[config.mk]
export PLATFORM = sky130hd
export DESIGN_NAME = tmds_decoder
export DESIGN_NICKNAME = d
export VERILOG_FILES = /design/src/rtl/tmds_decoder.sv
export SDC_FILE = /design/constraint.sdc
export NUM_CORES = 1
export LEC_CHECK = 0
export CAP_MARGIN = 5
export CORE_UTILIZATION = 35
export DETAILED_ROUTE_END_ITERATION = 7
export GPL_TIMING_DRIVEN = 0
export PLACE_DENSITY = 0.51
export SLEW_MARGIN = 20
export SYNTH_ARGS = -nofsm -noshare
export SYNTH_HDL_FRONTEND = slang
export SYNTH_SLANG_ARGS = --single-unit
export TNS_END_PERCENT = 50
[constraint.sdc]
create_clock -name i_hdmi_clk -period 4.6 [get_ports i_hdmi_clk]
set_clock_uncertainty 0.05 [all_clocks]
set_input_delay 0.46 -clock i_hdmi_clk [delete_from_list [all_inputs] [get_ports i_hdmi_clk]]
set_output_delay 0.46 -clock i_hdmi_clk [all_outputs]
set_load 0.01 [all_outputs]
[src/rtl/tmds_decoder.sv]
// TMDS channel decoder: finds word alignment in a two-word history window by
// hunting for control-token runs, tracks lock with a timeout, and decodes data.
module tmds_decoder #(
  parameter int LOCK_RUN = 8,
  parameter int TIMEOUT  = 4095
) (
  input  logic       i_hdmi_clk,
  input  logic       i_reset_n,
  input  logic [9:0] i_tmds,
  output logic [7:0] o_data,
  output logic [1:0] o_ctrl,
  output logic       o_de,
  output logic       o_locked,
  output logic [3:0] o_offset
);

  localparam int RUN_W = $clog2(LOCK_RUN + 1);
  localparam int TMO_W = $clog2(TIMEOUT + 1);
  localparam logic [RUN_W-1:0] RUN_MAX = RUN_W'(LOCK_RUN);
  localparam logic [TMO_W-1:0] TMO_MAX = TMO_W'(TIMEOUT);

  typedef enum logic {
    SEARCH = 1'b0,
    LOCKED = 1'b1
  } state_t;

  state_t           state_r;
  state_t           state_next_s;
  logic [19:0]      h_r;
  logic [RUN_W-1:0] run_r;
  logic [RUN_W-1:0] run_next_s;
  logic [TMO_W-1:0] tmo_r;
  logic [TMO_W-1:0] tmo_next_s;
  logic [3:0]       offset_r;
  logic [3:0]       offset_next_s;
  logic [9:0]       cand_s;
  logic             tok_s;
  logic [1:0]       tok_ctrl_s;
  logic [7:0]       dec_s;
  logic [7:0]       data_r;
  logic [7:0]       data_next_s;
  logic [1:0]       ctrl_r;
  logic [1:0]       ctrl_next_s;
  logic             de_r;
  logic             de_next_s;

  // Transition-minimised word back to the original byte.
  function automatic logic [7:0] tmds_decode(input logic [9:0] q);
    logic [7:0] b;
    logic [7:0] d;
    b    = q[9] ? ~q[7:0] : q[7:0];
    d    = 8'h00;
    d[0] = b[0];
    for (int i = 1; i < 8; i++) begin
      d[i] = q[8] ? (b[i] ^ b[i-1]) : ~(b[i] ^ b[i-1]);
    end
    return d;
  endfunction

  // Candidate word selection from the history window at the current offset.
  always_comb begin
    cand_s = h_r[9:0];
    case (offset_r)
      4'd0:    cand_s = h_r[9:0];
      4'd1:    cand_s = h_r[10:1];
      4'd2:    cand_s = h_r[11:2];
      4'd3:    cand_s = h_r[12:3];
      4'd4:    cand_s = h_r[13:4];
      4'd5:    cand_s = h_r[14:5];
      4'd6:    cand_s = h_r[15:6];
      4'd7:    cand_s = h_r[16:7];
      4'd8:    cand_s = h_r[17:8];
      4'd9:    cand_s = h_r[18:9];
      default: cand_s = h_r[9:0];
    endcase
  end

  // Control-token classification and data decode of the candidate.
  always_comb begin
    tok_s      = 1'b1;
    tok_ctrl_s = 2'b00;
    case (cand_s)
      10'h354: tok_ctrl_s = 2'b00;
      10'h0AB: tok_ctrl_s = 2'b01;
      10'h154: tok_ctrl_s = 2'b10;
      10'h2AB: tok_ctrl_s = 2'b11;
      default: tok_s = 1'b0;
    endcase
    dec_s = tmds_decode(cand_s);
  end

  // Alignment FSM: hunt offsets until a token run, then watch for token loss.
  always_comb begin
    state_next_s  = state_r;
    run_next_s    = run_r;
    tmo_next_s    = tmo_r;
    offset_next_s = offset_r;
    case (state_r)
      SEARCH: begin
        if (tok_s) begin
          if (run_r != RUN_MAX) begin
            run_next_s = run_r + 1'b1;
          end else begin
            run_next_s = run_r;
          end
          if (run_next_s == RUN_MAX) begin
            state_next_s = LOCKED;
            tmo_next_s   = {TMO_W{1'b0}};
          end else begin
            state_next_s = SEARCH;
          end
        end else begin
          run_next_s    = {RUN_W{1'b0}};
          offset_next_s = (offset_r == 4'd9) ? 4'd0 : offset_r + 4'd1;
        end
      end
      LOCKED: begin
        // A token always wins over an expiring timeout.
        if (tok_s) begin
          tmo_next_s = {TMO_W{1'b0}};
        end else if (tmo_r != TMO_MAX) begin
          tmo_next_s = tmo_r + 1'b1;
        end else begin
          tmo_next_s = tmo_r;
        end
        if (!tok_s && (tmo_next_s == TMO_MAX)) begin
          state_next_s = SEARCH;
          run_next_s   = {RUN_W{1'b0}};
          tmo_next_s   = {TMO_W{1'b0}};
        end else begin
          state_next_s = LOCKED;
        end
      end
      default: begin
        state_next_s = SEARCH;
      end
    endcase
  end

  // Output word selection, gated by the state being entered on this edge.
  always_comb begin
    data_next_s = 8'h00;
    ctrl_next_s = ctrl_r;
    de_next_s   = 1'b0;
    if (state_next_s == LOCKED) begin
      if (tok_s) begin
        ctrl_next_s = tok_ctrl_s;
      end else begin
        de_next_s   = 1'b1;
        data_next_s = dec_s;
      end
    end else begin
      ctrl_next_s = 2'b00;
    end
  end

  // State, history and output registers.
  always_ff @(posedge i_hdmi_clk or negedge i_reset_n) begin
    if (!i_reset_n) begin
      state_r  <= SEARCH;
      h_r      <= 20'h00000;
      run_r    <= {RUN_W{1'b0}};
      tmo_r    <= {TMO_W{1'b0}};
      offset_r <= 4'd0;
      data_r   <= 8'h00;
      ctrl_r   <= 2'b00;
      de_r     <= 1'b0;
    end else begin
      state_r  <= state_next_s;
      h_r      <= {i_tmds, h_r[19:10]};
      run_r    <= run_next_s;
      tmo_r    <= tmo_next_s;
      offset_r <= offset_next_s;
      data_r   <= data_next_s;
      ctrl_r   <= ctrl_next_s;
      de_r     <= de_next_s;
    end
  end

  assign o_data   = data_r;
  assign o_ctrl   = ctrl_r;
  assign o_de     = de_r;
  assign o_locked = (state_r == LOCKED);
  assign o_offset = offset_r;

endmodule
==> images/registers.png <==
Other sequential cells in the stronger gray, the rest of the logic in the fainter gray.
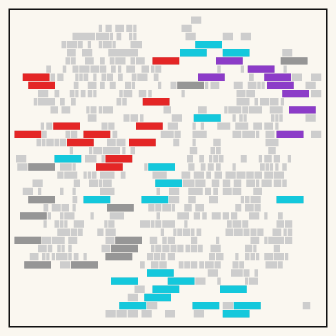
color	netlist name	placed flops
red	tmo_r	12
cyan	h_r	20
purple	o_data	8

==> images/met2.png <==
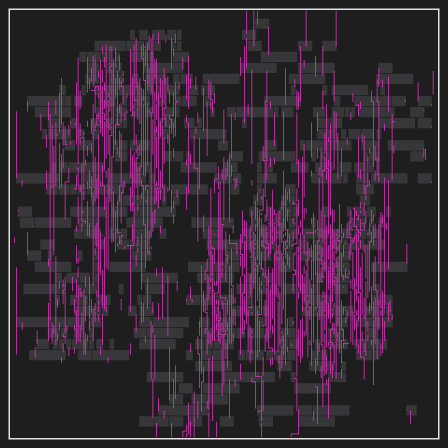
wire length on this layer	5270 µm
nets with wire on the layer	395

==> run summary <==
fresh numbers from the pnr run: pwr dens=524 nW/µm², # Max-Cap Violations=0, clk buf depth=2, overall power=2.24 mW, Max VDD drop=roughly 180 µV, average cell area after synthesis=8.82 µm², library cells used by synthesis=between 70 and 80, CTS tree=yes, ys flops=52, Syn. warnings=0, Top-area cell share=0.348, Max Slew Vio Count=0, layout cell share with drive strength beyond 1=0.107, Net Sw Frac=0.469, final RePlAce weighted congestion=roughly 0.91, via count=3536, GR peak layer=met2, met3 routed WL=~760 µm, P_int=1.19 mW, Post-Syn Area=between 3000 and 4000 µm², sequential power=521 µW, HPWL Detailed=about 7.9 mm, Logic power comb=1.44 mW, vias per inst=5.95, Tightest Pin Transition=841 ps, # clock sinks=52, Finish-stage setup viols=0, post-route setup slack=370 ps, Top area cell types=dfrtp_1, nand2_1, mux2i_1, FP Core Util=0.362, met3 Use GR=0.0322, Main synth FF type=dfrtp_1, sw power=1.05 mW, Startpoint Class=register, CTS H-tree depth=2, Final Cell Area=4280 µm², antenna fix cells=0, Lkg Pwr=1.74 nW, clk ins delay skew pair=310 ps, most frequent logic cell in the layout=dfrtp_1, # IOs=28, Clk pin slew, worst setup/hold paths=100 ps, chip area=11100 µm², Post-synth top cells=dfrtp_1, nand2_1, nor2_1, Final period util=0.920, Core ar.=10300 µm², min Tclk post-route=4230 ps, Synth Instances=424, Die Width=approximately 110 µm, port bufs=27, dominant cell by count in the synthesized netlist=dfrtp_1, Mapped Nets=447, Slew headroom=0.436, placed cell count=587, fin nets=between 400 and 500, DP Worst Slack=230 ps, setup_tns=0 ps, Hold Path Class=in -> async, drt wl/cell=18.8 µm, Hold Vio Cnt, Final=0, met1 global-route usage=0.289, largest power group=combinational logic, Post-Route M1 WL=4.91 mm, drc violations=0, largest net degree at the start of global routing=53, Synth area leader=dfrtp_1, initial antenna violation count=0, overflow left after global routing=0, setup bufs post-CTS=0, Final ANT Viol Nets=0, Log Warnings=31, Detailed Routing Iterations Pass 1=7, sequential area share after synthesis=0.348, CP Capture Type=register, CP Max Fanout=10, Overall Global Routing Usage=0.209, Placed Area=4180 µm², clock share of power=0.126, Peak Freq=236 MHz, vias in the first global route=3443, WHS=around 110 ps, met2 Use GR=0.333, CP arrival=4410 ps, DRT Wirelength=11.2 mm, status=completed, combinational share of power=0.641
==> images/final_placement.png <==
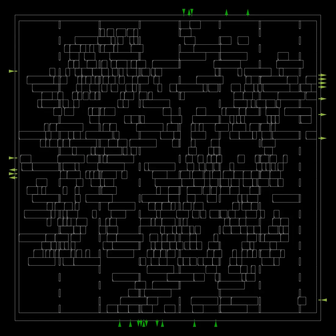
n_taps: 136
flop count: 52
Non-Filler Instances: 594
Util after Layout: 0.414
Std-Cell Rows: 37

==> worst max-delay path, stage by stage (launching register included) <==
cell and delay (ps):
dfrtp_1 360, buf_2 220, buf_6 160, clkinv_1 290
nor3_1 520, a222oi_1 140, a31oi_1 430, inv_1 90
ha_1 210, nand4_1 130, or3_1 120, o22ai_1 160
nor2_1 600, buf_2 380, nand4_1 130, a21oi_1 180
==> worst paths after layout <==
check | from | depth (start not counted) | slack [ps] | end
max in group asynchronous | i_reset_n | 1 | 3910 | o_data[3]
worst min-delay path | i_reset_n | 1 | 110 | h_r[15]
worst max register to register | o_offset[2] | 15 | 370 | tmo_r[11]
worst min register to register | h_r[19] | 0 | 310 | h_r[9]
min in group i_hdmi_clk | h_r[19] | 0 | 310 | h_r[9]
worst max-delay path | o_offset[2] | 15 | 370 | tmo_r[11]
==> flip-flops by register name, summed over array words and instances, names as in the netlist <==
name / cells
h_r: 20
o_ctrl: 2
o_de: 1
o_locked: 1
tmo_r: 12
o_offset: 4
run_r: 4
o_data: 8
==> kinds of logic after synthesis <==
| logic type | synth area share |
|---|---|
| flops | 0.348 |
| mux | 0.0465 |
| xor+xnor | 0.0351 |
| buf+inv | 0.0696 |
| fa+ha+maj | 0.0368 |
| simple gates | 0.203 |
| compound gates | 0.262 |
==> repair_timing <==
| item | 4_1_cts | 5_1_grt |
|---|---|---|
| endpoints found under the hold margin | 0 | 0 |
| resized | 0 | 4 |
| endpoints found under the setup margin | 0 | 26 |
==> area by class of cell <==
cell class	count	area [µm²]
buffer	35	180
clock buffer	7	86.3
clock inverter	1	7.51
fill	1031	6050
inverter	21	78.8
multi-input combinational	315	2180
sequential	52	1300
tap	136	170
timing repair buffer	27	268
No activity file was given, so power comes from the tool's default toggle rates.
